==> src/rtl/otter_csr_pkg.sv <==
// Shared CSR addresses, bit positions and the mstatus layout for the OTTER CSR file.
package otter_csr_pkg;

    localparam logic [11:0] CSR_MSTATUS  = 12'h300;
    localparam logic [11:0] CSR_MIE      = 12'h304;
    localparam logic [11:0] CSR_MTVEC    = 12'h305;
    localparam logic [11:0] CSR_MSCRATCH = 12'h340;
    localparam logic [11:0] CSR_MEPC     = 12'h341;
    localparam logic [11:0] CSR_MCAUSE   = 12'h342;
    localparam logic [11:0] CSR_MIP      = 12'h344;
    localparam logic [11:0] CSR_MCYCLE   = 12'hB00;
    localparam logic [11:0] CSR_MCYCLEH  = 12'hB80;

    localparam int MSTATUS_MIE_BIT  = 3;
    localparam int MSTATUS_MPIE_BIT = 7;
    localparam int MIE_MEIE_BIT     = 11;
    localparam int MIP_MEIP_BIT     = 11;

    localparam logic [31:0] MCAUSE_MEI = 32'h8000_000B;

    typedef struct packed {
        logic [23:0] rsv_hi;
        logic        mpie;
        logic [2:0]  rsv_mid;
        logic        mie;
        logic [2:0]  rsv_lo;
    } mstatus_t;

    function automatic logic [31:0] pack_mstatus(input logic mie, input logic mpie);
        mstatus_t s;
        s      = 32'h0000_0000;
        s.mie  = mie;
        s.mpie = mpie;
        return s;
    endfunction

endpackage

==> src/rtl/otter_intr_sync.sv <==
// External interrupt synchroniser, rising-edge detector and sticky pending flag.
module otter_intr_sync #(
    parameter int SYNC_STAGES = 2
) (
    input  logic CLK,
    input  logic RST,
    input  logic INTR,
    input  logic clr,
    output logic pending
);

    logic [SYNC_STAGES-1:0] sync_q, sync_d;
    logic                   prev_q, prev_d;
    logic                   pending_q, pending_d;
    logic                   rise_s;

    // Next-state: shift the synchroniser, detect a new edge, set beats clear
    always_comb begin
        sync_d    = {sync_q[SYNC_STAGES-2:0], INTR};
        prev_d    = sync_q[SYNC_STAGES-1];
        rise_s    = sync_q[SYNC_STAGES-1] & ~prev_q;
        pending_d = rise_s | (pending_q & ~clr);
    end

    // State register with synchronous flush
    always_ff @(posedge CLK) begin
        if (RST) begin
            sync_q    <= {SYNC_STAGES{1'b0}};
            prev_q    <= 1'b0;
            pending_q <= 1'b0;
        end else begin
            sync_q    <= sync_d;
            prev_q    <= prev_d;
            pending_q <= pending_d;
        end
    end

    assign pending = pending_q;

endmodule

==> src/rtl/otter_csr.sv <==
// Machine-mode CSR file and interrupt entry for the OTTER MCU.
// Optional 64-bit mcycle counter enabled by defining OTTER_CSR_MCYCLE_EN.
module otter_csr
    import otter_csr_pkg::*;
#(
    parameter logic [31:0] MTVEC_RST   = 32'h0000_0000,
    parameter int          SYNC_STAGES = 2
) (
    input  logic        CLK,
    input  logic        RST,
    input  logic        INTR,
    input  logic        CSR_WE,
    input  logic        INT_TAKEN,
    input  logic        MRET_EXEC,
    input  logic [11:0] ADDR,
    input  logic [31:0] WD,
    input  logic [31:0] PC,
    output logic [31:0] RD,
    output logic [31:0] MTVEC,
    output logic [31:0] MEPC,
    output logic        INTR_REQ
);

    logic        mstatus_mie_q, mstatus_mie_d;
    logic        mstatus_mpie_q, mstatus_mpie_d;
    logic        mie_meie_q, mie_meie_d;
    logic [31:0] mtvec_q, mtvec_d;
    logic [31:0] mscratch_q, mscratch_d;
    logic [31:0] mepc_q, mepc_d;
    logic [31:0] mcause_q, mcause_d;
    logic        pending_s;
    logic [31:0] rd_s;
`ifdef OTTER_CSR_MCYCLE_EN
    logic [63:0] mcycle_q, mcycle_d;
`endif

    otter_intr_sync #(.SYNC_STAGES(SYNC_STAGES)) u_intr_sync (
        .CLK     (CLK),
        .RST     (RST),
        .INTR    (INTR),
        .clr     (INT_TAKEN),
        .pending (pending_s)
    );

    // Next-state: trap entry beats mret beats a software write
    always_comb begin
        mstatus_mie_d  = mstatus_mie_q;
        mstatus_mpie_d = mstatus_mpie_q;
        mie_meie_d     = mie_meie_q;
        mtvec_d        = mtvec_q;
        mscratch_d     = mscratch_q;
        mepc_d         = mepc_q;
        mcause_d       = mcause_q;
`ifdef OTTER_CSR_MCYCLE_EN
        mcycle_d       = mcycle_q + 64'd1;
`endif
        if (INT_TAKEN) begin
            mepc_d         = {PC[31:2], 2'b00};
            mcause_d       = MCAUSE_MEI;
            mstatus_mpie_d = mstatus_mie_q;
            mstatus_mie_d  = 1'b0;
        end else if (MRET_EXEC) begin
            mstatus_mie_d  = mstatus_mpie_q;
            mstatus_mpie_d = 1'b1;
        end else if (CSR_WE) begin
            case (ADDR)
                CSR_MSTATUS: begin
                    mstatus_mie_d  = WD[MSTATUS_MIE_BIT];
                    mstatus_mpie_d = WD[MSTATUS_MPIE_BIT];
                end
                CSR_MIE:      mie_meie_d = WD[MIE_MEIE_BIT];
                CSR_MTVEC:    mtvec_d    = {WD[31:2], 2'b00};
                CSR_MSCRATCH: mscratch_d = WD;
                CSR_MEPC:     mepc_d     = {WD[31:2], 2'b00};
                CSR_MCAUSE:   mcause_d   = WD;
`ifdef OTTER_CSR_MCYCLE_EN
                CSR_MCYCLE:   mcycle_d   = {mcycle_q[63:32], WD};
                CSR_MCYCLEH:  mcycle_d   = {WD, mcycle_q[31:0]};
`endif
                default:      mcause_d   = mcause_q;
            endcase
        end else begin
            mcause_d = mcause_q;
        end
    end

    // CSR state register
    always_ff @(posedge CLK) begin
        if (RST) begin
            mstatus_mie_q  <= 1'b0;
            mstatus_mpie_q <= 1'b0;
            mie_meie_q     <= 1'b0;
            mtvec_q        <= {MTVEC_RST[31:2], 2'b00};
            mscratch_q     <= 32'h0000_0000;
            mepc_q         <= 32'h0000_0000;
            mcause_q       <= 32'h0000_0000;
`ifdef OTTER_CSR_MCYCLE_EN
            mcycle_q       <= 64'd0;
`endif
        end else begin
            mstatus_mie_q  <= mstatus_mie_d;
            mstatus_mpie_q <= mstatus_mpie_d;
            mie_meie_q     <= mie_meie_d;
            mtvec_q        <= mtvec_d;
            mscratch_q     <= mscratch_d;
            mepc_q         <= mepc_d;
            mcause_q       <= mcause_d;
`ifdef OTTER_CSR_MCYCLE_EN
            mcycle_q       <= mcycle_d;
`endif
        end
    end

    // Read mux shows the value held before any write this cycle
    always_comb begin
        rd_s = 32'h0000_0000;
        case (ADDR)
            CSR_MSTATUS:  rd_s = pack_mstatus(mstatus_mie_q, mstatus_mpie_q);
            CSR_MIE:      rd_s[MIE_MEIE_BIT] = mie_meie_q;
            CSR_MTVEC:    rd_s = mtvec_q;
            CSR_MSCRATCH: rd_s = mscratch_q;
            CSR_MEPC:     rd_s = mepc_q;
            CSR_MCAUSE:   rd_s = mcause_q;
            CSR_MIP:      rd_s[MIP_MEIP_BIT] = pending_s;
`ifdef OTTER_CSR_MCYCLE_EN
            CSR_MCYCLE:   rd_s = mcycle_q[31:0];
            CSR_MCYCLEH:  rd_s = mcycle_q[63:32];
`endif
            default:      rd_s = 32'h0000_0000;
        endcase
    end

    assign RD       = rd_s;
    assign MTVEC    = mtvec_q;
    assign MEPC     = mepc_q;
    assign INTR_REQ = pending_s & mstatus_mie_q & mie_meie_q;

endmodule

==> config.mk <==
export PLATFORM = sky130hd
export DESIGN_NAME = otter_csr
export DESIGN_NICKNAME = d
export VERILOG_FILES = /design/src/rtl/otter_csr_pkg.sv /design/src/rtl/otter_intr_sync.sv /design/src/rtl/otter_csr.sv
export SDC_FILE = /design/constraint.sdc
export NUM_CORES = 1
export LEC_CHECK = 0
export CAP_MARGIN = 30
export CELL_PAD_IN_SITES_DETAIL_PLACEMENT = 1
export CELL_PAD_IN_SITES_GLOBAL_PLACEMENT = 1
export CORE_ASPECT_RATIO = 1.1
export CORE_UTILIZATION = 36
export CTS_BUF_LIST = sky130_fd_sc_hd__clkbuf_4
export DETAILED_ROUTE_END_ITERATION = 10
export PLACE_DENSITY_LB_ADDON = 0.05
export SKIP_LAST_GASP = 1
export SLEW_MARGIN = 25
export SYNTH_ARGS = -nofsm -noshare
export SYNTH_HDL_FRONTEND = slang
export SYNTH_SLANG_ARGS = --single-unit
==> constraint.sdc <==
create_clock -name CLK -period 4.39 [get_ports CLK]
set_input_delay 1.317 -clock CLK [delete_from_list [all_inputs] [get_ports CLK]]
set_output_delay 1.317 -clock CLK [all_outputs]
set_load 0.05 [all_outputs]
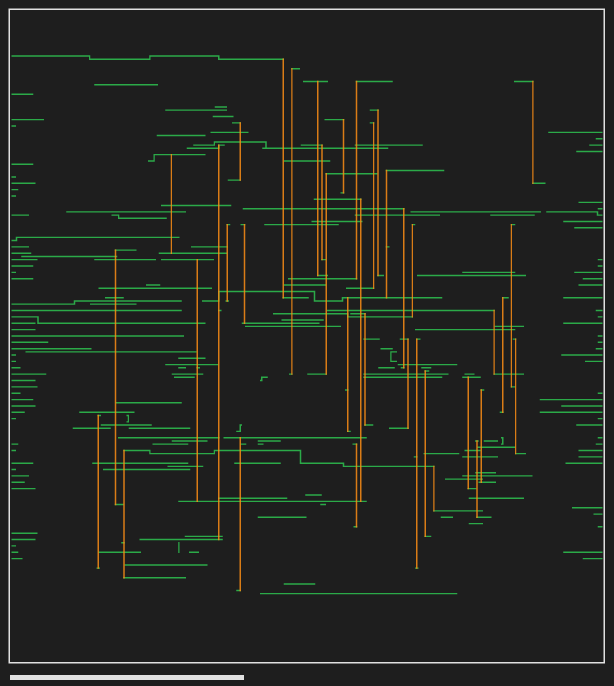
(images/layers.png)
Scale bar: 50 um. Two of the layers only.
Green stands for M3, wire length 2040 um. Orange stands for M4, wire length 1210 um.
routed via count: 7161
mean routed wirelength per cell: 25.6 um
final WL: 29.2 mm
GR Util All Layers: 33.2%

==> summary.txt <==
The following summarizes the physical implementation.

Timing
The final critical path takes up 100% of the cycle. The final max-slew violation count is 0. Per the final timing report, the hold violations number 0. The final number of setup-violating endpoints is 1. The sum of negative setup slack is -0.00196 ns. The smallest clock period supported by the final layout is computed as 4.39 ns. Setup repair after global routing could not meet its margin everywhere. For the final database, setup skew stands at 0.00782 ns. The slew of the pin with the lowest slew margin is 1.04 ns. The worst-case max-slew headroom was logged as 30.5%. For this run, the top clock speed supported by timing is 0.228 GHz. Across all setup checks in the final design, the least slack found is -0.00196 ns.

Job
The report counts max-capacitance violations totalling 0. The count of warning messages emitted by the tools is 30.

Drt
The starting DRC count in detailed routing is 656. In the log, the iteration count for the first detailed-route pass is 5. TritonRoute reported its final design rule violation total as 0. The per-cell via count in the routed design is 6.26.

Global route
The total congestion overflow after global routing is 0. The number of antenna violations at the first check in global routing was 0. The via count of the first global-routing pass is 7624. The wire length of the first global-routing pass is 44.3 mm. The maximum number of pins on one net before global-route repair is 49.

Synthesis
After synthesis, the netlist uses 52 different library cells. After synthesis, the design contains 729 cells according to Yosys. By area the synthesized netlist is led by dfxtp_1 (42%), a21oi_1 (6.6%), nand3_1 (5.3%), o21ai_0 (5.3%), a221o_1 (4.7%). The synthesized-area fraction occupied by and/or/nand/nor cells is 19.9%. Of the total synthesized cell area, the portion taken by AND-OR and OR-AND cells is 28.5%.

Counting every instance in the synthesized netlist gives 729. The synthesis log from Yosys contains 0 warnings. In this run the cell area of the synthesized design comes to 6180 um^2. The synthesized chip area reported by yosys is 6180 um^2. Per the synthesis report, the adder-cell share of the synthesized area is 0%.

The portion of synthesized cell area occupied by the leading cell type is 42.5%. The largest family of logic cells by area is AND-OR/OR-AND gates. The most frequently used flop master after synthesis is dfxtp_1.

After synthesis, the mean cell area works out to 8.47 um^2. Summed over all instances, the cell type with the most area after synthesis is dfxtp_1. The most frequently used library cell after synthesis is dfxtp_1. The proportion of synthesized flip-flops having asynchronous set or reset is 0%. After synthesis the netlist holds a flip-flop and latch count of 131. Of the post-synthesis cell area, the part taken by muxes is 2.11%. Of the total synthesized cell area, the portion taken by XOR and XNOR cells is 0%. For reference, the top cells by count after synthesis are dfxtp_1 (131), a21oi_1 (82), nand3_1 (66). The register area share after synthesis is 42.5%.

Power
The power density normalized to cell area is 261 nW/um^2. IR analysis of the VDD net gives a maximum drop of 0.159 mV. Summed over all cells, the static leakage comes to 3.34 nW.

Critical path
The most critical setup path has its startpoint at ADDR[2]. The worst setup path is of the in -> out kind. In this run the critical register-to-register path is launched from MEPC[16]. The nature of the critical path startpoint is an input pin.

The OpenROAD report gives the critical path a data arrival time of 3.07 ns. The biggest fanout along the worst timing path is 14. The critical path goes through clkdlybuf4s50_1, nor2_2, and4_4, buf_12, a221o_1, buf_12. Data on the critical path is required at its endpoint by 3.07 ns. In this design, the critical path's most frequently occurring cell is buf_12. On the critical path, the stage with the largest delay is an instance of clkdlybuf4s50_1. In this design, the stage delay of the slowest critical-path cell is 0.48 ns. The type of element capturing the critical path is an output port.

Finish
The number of antenna diodes in the final layout is 0. The layout overhead on the synthesized area is 50.6%. The fraction of layout cells with a size suffix above 1 is 20.3%. The finished design was reported to have a net count of 1009. The filler cells instantiated in the layout total 1874.

Place
Port buffering added 172 buffers. Logged for this run, the post-placement worst setup slack is -0.251 ns. The half-perimeter wire length of the detailed placement result is 18.0 mm. The final weighted congestion in routability-driven placement is 0.852.

Clock network
The total CTS buffers is 17. The post-cts hold buffer count is 0. For reference, the clock transition at the flip-flops on the worst setup and hold paths is 0.12 ns. TritonCTS built the clock tree. The count of clock tree sinks is 131. The clock reaches the later pin of the worst-skew pair after 0.57 ns.

The root buffer cell is clkbuf_4. The H-tree level count is 4. The deepest clock path buffer count is 2.

Floorplan
The total I/O pin count is 179. The initial cell density of the core is 37.3%. The report lists the number of standard-cell rows as 49. The floorplan step set the die width to 127 um.

The die extent in y is 139 um. The area of the core is 16600 um^2. The chip occupies 17700 um^2.

Run status
The run finished, with violations left. The final reports fail on negative setup slack.

Worst hold path
The type of the worst min-delay path is reg -> reg. For the worst min-delay path, the startpoint reported by OpenROAD is mcause_q[13].
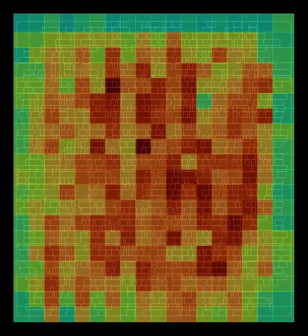
(images/congestion_map.png)
GRT busiest layer: met2
met2 track demand over resource in global routing: 58.4%
met3 track demand over resource: 6.96%
M1 GR Usage: 38.4%
core occupancy in the finished layout: 56.2%

power breakdown:
part	total, mW	internal, mW	switching (mW)	leakage (nW)
logic	0.369	0.151	0.218	2.13
clock network	0.831	0.330	0.501	0.142
registers	1.23	1.21	0.0191	1.06
worst max-delay path, delay by kind of cell:
family | cells | cell delay [ns]
AND-OR/OR-AND | 1 | 0.25
AND/OR/NAND/NOR | 2 | 0.68
buffers and inverters | 3 | 0.82
metal layers:
metal / routed length [um] / part of all wire [%] / vias to the layer above / track usage [%]
met4: 1210 / 4.2 / 0 / 15.4
met3: 2040 / 7.0 / 85 / 6.96
met1: 11400 / 39 / 3618 / 38.4
li1: - / - / 3094 / -
met5: 0 / 0 / - / 0
met2: 14600 / 50 / 364 / 58.4
layout make-up:
class / instances / area, um^2 / area share (%)
Multi-Input combinational cell: 507 / 3270 / 35.1
Timing Repair Buffer: 251 / 2820 / 30.3
Sequential cell: 131 / 2620 / 28.2
Tap cell: 204 / 255 / 2.74
Clock inverter: 15 / 140 / 1.51
Clock buffer: 17 / 128 / 1.37
Inverter: 19 / 71.3 / 0.766
cells by family (layout without fill, tap and decap cells):
family | Yosys count | count (layout)
AND-OR/OR-AND | 255 | 255
AND/OR/NAND/NOR | 235 | 235
flip-flops | 131 | 131
buffers and inverters | 94 | 302
multiplexers | 13 | 13
other | 1 | 4
per-stage QoR:
step | instance area (um^2) | hold WS [ns] | power (mW) | std cells
2_1_floorplan | 6200 | 0.414 | 1.42 | 732
6_report | 9310 | 0.468 | 2.43 | 1144
5_1_grt | 9310 | 0.487 | 2.51 | 1144
4_1_cts | 9310 | 0.466 | 2.42 | 1143
3_3_place_gp | 8690 | 0.418 | 1.60 | 1092
3_5_place_dp | 8690 | 0.451 | 1.61 | 1092
worst paths after layout:
check,cells past startpoint,slack [ns],endpoint
hold / removal,2,0.47,mcause_q[13]
setup reg to reg,2,3.46,MEPC[16]
setup / recovery,6,-0.002,RD[25]
hold reg to reg,2,0.47,mcause_q[13]
state kept, by name, summed over array words and instances, names as in the netlist:
signal               cells
mcause_q                32
mstatus_mpie_q           1
mstatus_mie_q            1
u_intr_sync.prev_q       1
u_intr_sync.sync_q       2
mie_meie_q               1
u_intr_sync.pending      1
MEPC                    30
MTVEC                   30
mscratch_q              32
cell usage in the layout (no fill, tap or decap), types with 3 or more instances in the layout:
cell / n
conb_1: 4
a21oi_1: 82
a21bo_1: 10
a22oi_1: 21
mux2i_1: 13
nand2_1: 61
o21ai_0: 56
clkinv_1: 4
clkbuf_4: 17
buf_6: 4
o32ai_1: 7
buf_8: 3
buf_4: 64
clkinv_4: 3
nor2b_1: 3
a31o_1: 6
a32oi_1: 16
a2111oi_2: 7
and2_1: 8
o221a_1: 3
nand2b_1: 3
dfxtp_1: 131
nand3_1: 65
clkdlybuf4s50_1: 129
inv_1: 19
o21ai_1: 3
o21ai_2: 6
dlygate4sd2_1: 4
clkinv_2: 3
a221o_1: 29
nor3_1: 26
buf_12: 38
nor2_2: 7
nor2_1: 28
nand4_1: 3
timing repair:
action	CTS	global route
setup buffers	13	4
setup endpoints to repair	32	26
gates resized	45	17
cloned	6	1
pin swaps	13	12
No activity file was given, so power comes from the tool's default toggle rates.
